### config.mk
export PLATFORM = sky130hd
export DESIGN_NAME = hazard_stall_unit_flat
export DESIGN_NICKNAME = d
export VERILOG_FILES = /design/src/rtl/hazard_stall_unit_if.sv /design/src/rtl/hazard_stall_unit.sv /design/src/flat_wrapper.sv
export SDC_FILE = /design/constraint.sdc
export NUM_CORES = 1
export LEC_CHECK = 0
export CELL_PAD_IN_SITES_DETAIL_PLACEMENT = 1
export CELL_PAD_IN_SITES_GLOBAL_PLACEMENT = 1
export CORE_MARGIN = 2
export CORE_UTILIZATION = 34
export CTS_BUF_LIST = sky130_fd_sc_hd__clkbuf_16
export DETAILED_ROUTE_END_ITERATION = 10
export GPL_TIMING_DRIVEN = 1
export PLACE_DENSITY_LB_ADDON = 0.1
export SYNTH_ARGS = -nofsm -noshare
export SYNTH_HDL_FRONTEND = slang
export SYNTH_SLANG_ARGS = --single-unit
export TNS_END_PERCENT = 20
### constraint.sdc
create_clock -name clk -period 3.4 [get_ports clk]
set_clock_uncertainty 0.15 [all_clocks]
set_input_delay 0.85 -clock clk [delete_from_list [all_inputs] [get_ports clk]]
set_output_delay 0.85 -clock clk [all_outputs]
set_load 0.03 [all_outputs]
### src/rtl/hazard_stall_unit_if.sv
// Hazard unit pipeline bundle.
// Pipeline side drives hazard inputs; the unit drives enables/counters.
interface hazard_stall_unit_if #(
  parameter int CNT_W = 16
);
  logic [4:0]       IF_ID_rs;
  logic [4:0]       IF_ID_rt;
  logic             IF_ID_uses_rt;
  logic             ID_is_branch;
  logic             ID_branch_taken;
  logic             ID_is_jump;
  logic             ID_EX_mem_read;
  logic             ID_EX_reg_write_en;
  logic [4:0]       ID_EX_reg_dest;
  logic             EX_Mem_mem_read;
  logic [4:0]       EX_Mem_rd;
  logic             cnt_clear;
  logic             pc_write_en;
  logic             IF_ID_write_en;
  logic             IF_ID_flush;
  logic             ID_EX_bubble;
  logic [CNT_W-1:0] stall_cycles;
  logic [CNT_W-1:0] flush_count;

  modport master (
    output IF_ID_rs, IF_ID_rt, IF_ID_uses_rt,
    output ID_is_branch, ID_branch_taken, ID_is_jump,
    output ID_EX_mem_read, ID_EX_reg_write_en,
    output ID_EX_reg_dest,
    output EX_Mem_mem_read, EX_Mem_rd, cnt_clear,
    input  pc_write_en, IF_ID_write_en,
    input  IF_ID_flush, ID_EX_bubble,
    input  stall_cycles, flush_count
  );

  modport slave (
    input  IF_ID_rs, IF_ID_rt, IF_ID_uses_rt,
    input  ID_is_branch, ID_branch_taken, ID_is_jump,
    input  ID_EX_mem_read, ID_EX_reg_write_en,
    input  ID_EX_reg_dest,
    input  EX_Mem_mem_read, EX_Mem_rd, cnt_clear,
    output pc_write_en, IF_ID_write_en,
    output IF_ID_flush, ID_EX_bubble,
    output stall_cycles, flush_count
  );
endinterface

### src/rtl/hazard_stall_unit.sv
// Stall/flush controller for hazards that bypass cannot resolve.
// Zero-cycle decisions; HOLD1 extends branch-on-load by one cycle.
module hazard_stall_unit #(
  parameter int CNT_W = 16
) (
  input logic                clk,
  input logic                rst,
  hazard_stall_unit_if.slave hz
);

  typedef enum logic {
    RUN   = 1'b0,
    HOLD1 = 1'b1
  } state_e;

  state_e state_q, state_d;

  logic [CNT_W-1:0] stall_cnt_q, stall_cnt_d;
  logic [CNT_W-1:0] flush_cnt_q, flush_cnt_d;

  logic match_ex, match_mem;
  logic lu, ba, bm, bl;
  logic stall, flush;

  // Operand match against EX and MEM destinations ($0 never matches)
  always_comb begin
    match_ex = (hz.ID_EX_reg_dest != 5'd0) &&
               ((hz.ID_EX_reg_dest == hz.IF_ID_rs) ||
                (hz.IF_ID_uses_rt &&
                 hz.ID_EX_reg_dest == hz.IF_ID_rt));
    match_mem = (hz.EX_Mem_rd != 5'd0) &&
                ((hz.EX_Mem_rd == hz.IF_ID_rs) ||
                 (hz.IF_ID_uses_rt &&
                  hz.EX_Mem_rd == hz.IF_ID_rt));
  end

  // Hazard terms and the stall/flush decision
  always_comb begin
    lu = hz.ID_EX_mem_read & match_ex;
    ba = hz.ID_is_branch & hz.ID_EX_reg_write_en &
         ~hz.ID_EX_mem_read & match_ex;
    bm = hz.ID_is_branch & hz.EX_Mem_mem_read & match_mem;
    bl = hz.ID_is_branch & lu;
    stall = 1'b0;
    flush = 1'b0;
    unique case (state_q)
      RUN: begin
        stall = lu | ba | bm;
        flush = ~stall &
                (hz.ID_is_jump |
                 (hz.ID_is_branch & hz.ID_branch_taken));
      end
      HOLD1: stall = 1'b1;
      default: stall = 1'b1;
    endcase
  end

  // Pipeline enables; reset forces a flush/bubble posture
  always_comb begin
    hz.pc_write_en    = rst & ~stall;
    hz.IF_ID_write_en = rst & ~stall;
    hz.IF_ID_flush    = ~rst | flush;
    hz.ID_EX_bubble   = ~rst | stall;
    hz.stall_cycles   = stall_cnt_q;
    hz.flush_count    = flush_cnt_q;
  end

  // Next state: branch waiting on a load in EX holds one more cycle
  always_comb begin
    state_d = RUN;
    unique case (state_q)
      RUN:     state_d = bl ? HOLD1 : RUN;
      HOLD1:   state_d = RUN;
      default: state_d = RUN;
    endcase
  end

  // Saturating activity counters, clear wins
  always_comb begin
    stall_cnt_d = stall_cnt_q;
    flush_cnt_d = flush_cnt_q;
    if (hz.cnt_clear) begin
      stall_cnt_d = '0;
      flush_cnt_d = '0;
    end else begin
      if (stall && !(&stall_cnt_q))
        stall_cnt_d = stall_cnt_q + 1'b1;
      if (flush && !(&flush_cnt_q))
        flush_cnt_d = flush_cnt_q + 1'b1;
    end
  end

  // FSM state register
  always_ff @(posedge clk or negedge rst) begin
    if (!rst) state_q <= RUN;
    else      state_q <= state_d;
  end

  // Counter registers
  always_ff @(posedge clk or negedge rst) begin
    if (!rst) begin
      stall_cnt_q <= '0;
      flush_cnt_q <= '0;
    end else begin
      stall_cnt_q <= stall_cnt_d;
      flush_cnt_q <= flush_cnt_d;
    end
  end

endmodule

### src/flat_wrapper.sv
// flat-port wrapper written by rule: the top's interface ports become plain ports
module hazard_stall_unit_flat 
#(
  parameter int CNT_W = 16
)
  (clk, rst, hz_IF_ID_rs, hz_IF_ID_rt, hz_IF_ID_uses_rt, hz_ID_is_branch, hz_ID_branch_taken, hz_ID_is_jump, hz_ID_EX_mem_read, hz_ID_EX_reg_write_en, hz_ID_EX_reg_dest, hz_EX_Mem_mem_read, hz_EX_Mem_rd, hz_cnt_clear, hz_pc_write_en, hz_IF_ID_write_en, hz_IF_ID_flush, hz_ID_EX_bubble, hz_stall_cycles, hz_flush_count);
  hazard_stall_unit_if #(.CNT_W(CNT_W)) hz_i ();
  input logic clk;
  input logic rst;
  input wire logic [$bits(hz_i.IF_ID_rs)-1:0] hz_IF_ID_rs;
  input wire logic [$bits(hz_i.IF_ID_rt)-1:0] hz_IF_ID_rt;
  input wire logic [$bits(hz_i.IF_ID_uses_rt)-1:0] hz_IF_ID_uses_rt;
  input wire logic [$bits(hz_i.ID_is_branch)-1:0] hz_ID_is_branch;
  input wire logic [$bits(hz_i.ID_branch_taken)-1:0] hz_ID_branch_taken;
  input wire logic [$bits(hz_i.ID_is_jump)-1:0] hz_ID_is_jump;
  input wire logic [$bits(hz_i.ID_EX_mem_read)-1:0] hz_ID_EX_mem_read;
  input wire logic [$bits(hz_i.ID_EX_reg_write_en)-1:0] hz_ID_EX_reg_write_en;
  input wire logic [$bits(hz_i.ID_EX_reg_dest)-1:0] hz_ID_EX_reg_dest;
  input wire logic [$bits(hz_i.EX_Mem_mem_read)-1:0] hz_EX_Mem_mem_read;
  input wire logic [$bits(hz_i.EX_Mem_rd)-1:0] hz_EX_Mem_rd;
  input wire logic [$bits(hz_i.cnt_clear)-1:0] hz_cnt_clear;
  output wire logic [$bits(hz_i.pc_write_en)-1:0] hz_pc_write_en;
  output wire logic [$bits(hz_i.IF_ID_write_en)-1:0] hz_IF_ID_write_en;
  output wire logic [$bits(hz_i.IF_ID_flush)-1:0] hz_IF_ID_flush;
  output wire logic [$bits(hz_i.ID_EX_bubble)-1:0] hz_ID_EX_bubble;
  output wire logic [$bits(hz_i.stall_cycles)-1:0] hz_stall_cycles;
  output wire logic [$bits(hz_i.flush_count)-1:0] hz_flush_count;
  assign hz_i.IF_ID_rs = hz_IF_ID_rs;
  assign hz_i.IF_ID_rt = hz_IF_ID_rt;
  assign hz_i.IF_ID_uses_rt = hz_IF_ID_uses_rt;
  assign hz_i.ID_is_branch = hz_ID_is_branch;
  assign hz_i.ID_branch_taken = hz_ID_branch_taken;
  assign hz_i.ID_is_jump = hz_ID_is_jump;
  assign hz_i.ID_EX_mem_read = hz_ID_EX_mem_read;
  assign hz_i.ID_EX_reg_write_en = hz_ID_EX_reg_write_en;
  assign hz_i.ID_EX_reg_dest = hz_ID_EX_reg_dest;
  assign hz_i.EX_Mem_mem_read = hz_EX_Mem_mem_read;
  assign hz_i.EX_Mem_rd = hz_EX_Mem_rd;
  assign hz_i.cnt_clear = hz_cnt_clear;
  assign hz_pc_write_en = hz_i.pc_write_en;
  assign hz_IF_ID_write_en = hz_i.IF_ID_write_en;
  assign hz_IF_ID_flush = hz_i.IF_ID_flush;
  assign hz_ID_EX_bubble = hz_i.ID_EX_bubble;
  assign hz_stall_cycles = hz_i.stall_cycles;
  assign hz_flush_count = hz_i.flush_count;
  hazard_stall_unit #(.CNT_W(CNT_W)) u_core (.clk(clk), .rst(rst), .hz(hz_i));
endmodule
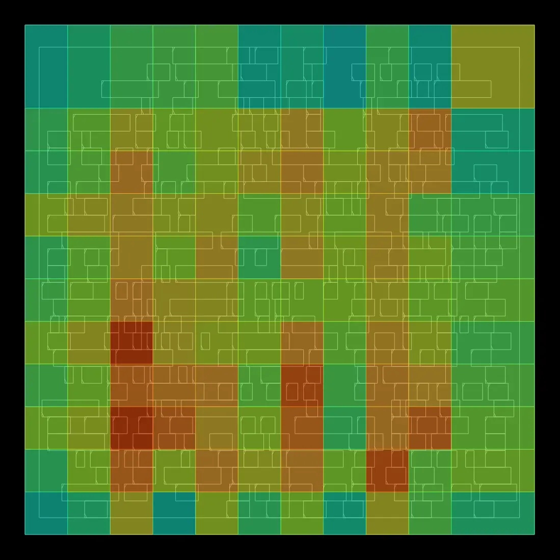
**Above:** routing congestion map.
fin util: 0.5148
grt peak-use layer: met2
GRT met1 Usage: 0.2668
routed len/inst: 16.29 um
GR Util met3: 0.03043

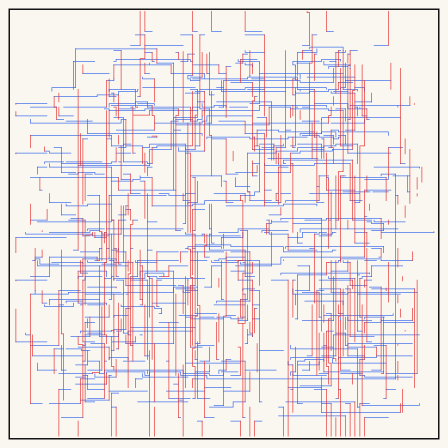
**Above:** signal wires by layer.
Only two layers are drawn.
legend:
  red:
    layer: M2
    wire_length: 3000 um
  blue:
    layer: M1
    wire_length: 2890 um
WL final: 6.224 mm
GRT Util Overall: 0.2007
total vias in the final route: 1990

==> flow_summary.json <==
{
  "status": "complete, no violations",
  "cts_max_level": 2,
  "logic_family": "simple AND/OR/NAND/NOR gates",
  "grt_max_degree": 39,
  "synth-main-ff-cell": "dfrtp_1",
  "inv_count": 3,
  "fp-utilization": 0.3536,
  "ys_area_sq_mm": 0.002093,
  "critPathRequiredTime_ns": 2.40,
  "ys_types": 39,
  "finalHoldViolations": 0,
  "p_sw_mw": 0.2500,
  "globalplace.congestion": 0.7270,
  "seqPwrFrac": 0.410,
  "die-area_sq_mm": 0.006800,
  "powerSeq_mw": 0.404,
  "tritoncts": "built",
  "r2r_end": "u_core.hz.stall_cycles[9]",
  "dr_wl_met3_um": 292,
  "bufAreaShareNonClock": 0.2373,
  "clk_share": 0.04269,
  "power.leakage_nw": 1.282,
  "dominant_cells": "combinational gates",
  "fillers": 700,
  "finalCritPeriodShare": 0.9697
}
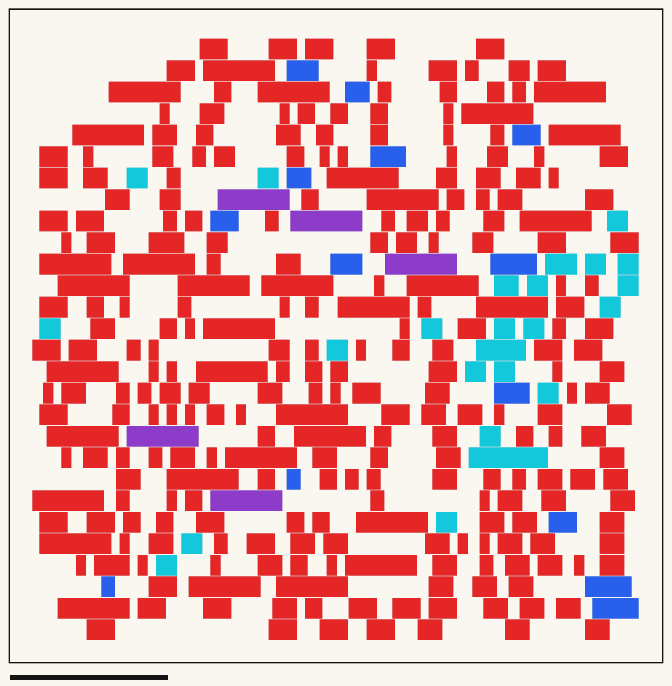
**Above:** cells by drive strength.
Scale bar: 20 um.
legend:
  purple:
    size: x6 and larger
    cells: 5
    most_used: clkbuf_16
  blue:
    size: x2
    cells: 14
  red:
    size: x1 and smaller
    cells: 264
    most_used: clkdlybuf4s50_1
  cyan:
    size: x3 and x4
    cells: 24
    most_used: buf_4
setup ws final: 0.1029 ns
Area Growth Syn to Fin: 45.61%
fin area: 0.003048 sq mm
bufs w/o clock: 80

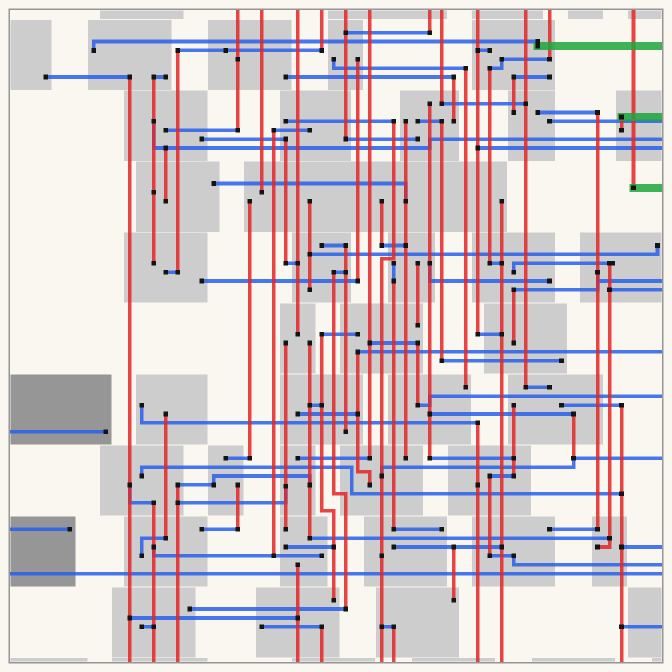
**Above:** layout detail.
Region (49, 8) to (74, 33) um. Cells in gray, sequential cells in the stronger gray; small squares are vias.
legend:
  green:
    layer: M3
  red:
    layer: M2
  blue:
    layer: M1
most frequent: xnor2_1 (17), nand2_1 (4), dlygate4sd2_1 (4)
sequential cells in the window: 0
cells with their middle in the window: 36

==> sequential cells by signal (all words and copies together), names as in the netlist <==
signal	cells
u_core.hz.flush_count	16
u_core.state_q	1
u_core.hz.stall_cycles	16
==> synthesized netlist by cell type, drive strengths merged (3+ instances only) <==
| cell | count | area [sq um] |
|---|---|---|
| nand4 | 8 | 50.05 |
| dfrtp | 33 | 825.8 |
| xnor2 | 27 | 236.5 |
| buf | 4 | 21.27 |
| a211oi | 7 | 57.55 |
| and4 | 3 | 26.28 |
| or4 | 4 | 30.03 |
| nor3 | 3 | 15.01 |
| o21ai | 6 | 30.03 |
| and2 | 4 | 25.02 |
| xor2 | 11 | 96.34 |
| clkbuf | 5 | 18.77 |
| nand3 | 18 | 102.6 |
| a21oi | 9 | 48.80 |
| and3 | 12 | 75.07 |
| nor2b | 7 | 43.79 |
| nor2 | 26 | 97.59 |
| inv | 3 | 11.26 |
| nand2 | 17 | 63.81 |
==> worst max-delay path: stages <==
cell and delay (ns):
dlygate4sd2_1 0.26, xnor2_1 0.18, nand3_1 0.14, o32ai_4 0.28, nand3_4 0.10, and2_4 0.18
nand2_4 0.08, clkinvlp_4 0.07, buf_4 0.16
==> repair_timing <==
action | in CTS | in global routing
gates cloned | 0 | 0
pin swaps | 7 | 5
gates resized | 24 | 1
setup endpoints to repair | 4 | 3
==> placed cells by master, fill, tap and decap left out, types with 5 or more instances in the layout <==
cell             netlist  layout
a211oi_1               6       6
a21oi_1                8       8
and3_1                12      12
buf_4                  1      19
clkbuf_16              0       5
clkdlybuf4s50_1        0      40
dfrtp_1               33      33
dlygate4sd2_1          0      20
nand2_1               17      16
nand3_1               17      17
nand4_1                8       8
nor2_1                26      26
nor2b_1                7       7
o21ai_0                6       6
xnor2_1               27      26
xor2_1                11      10
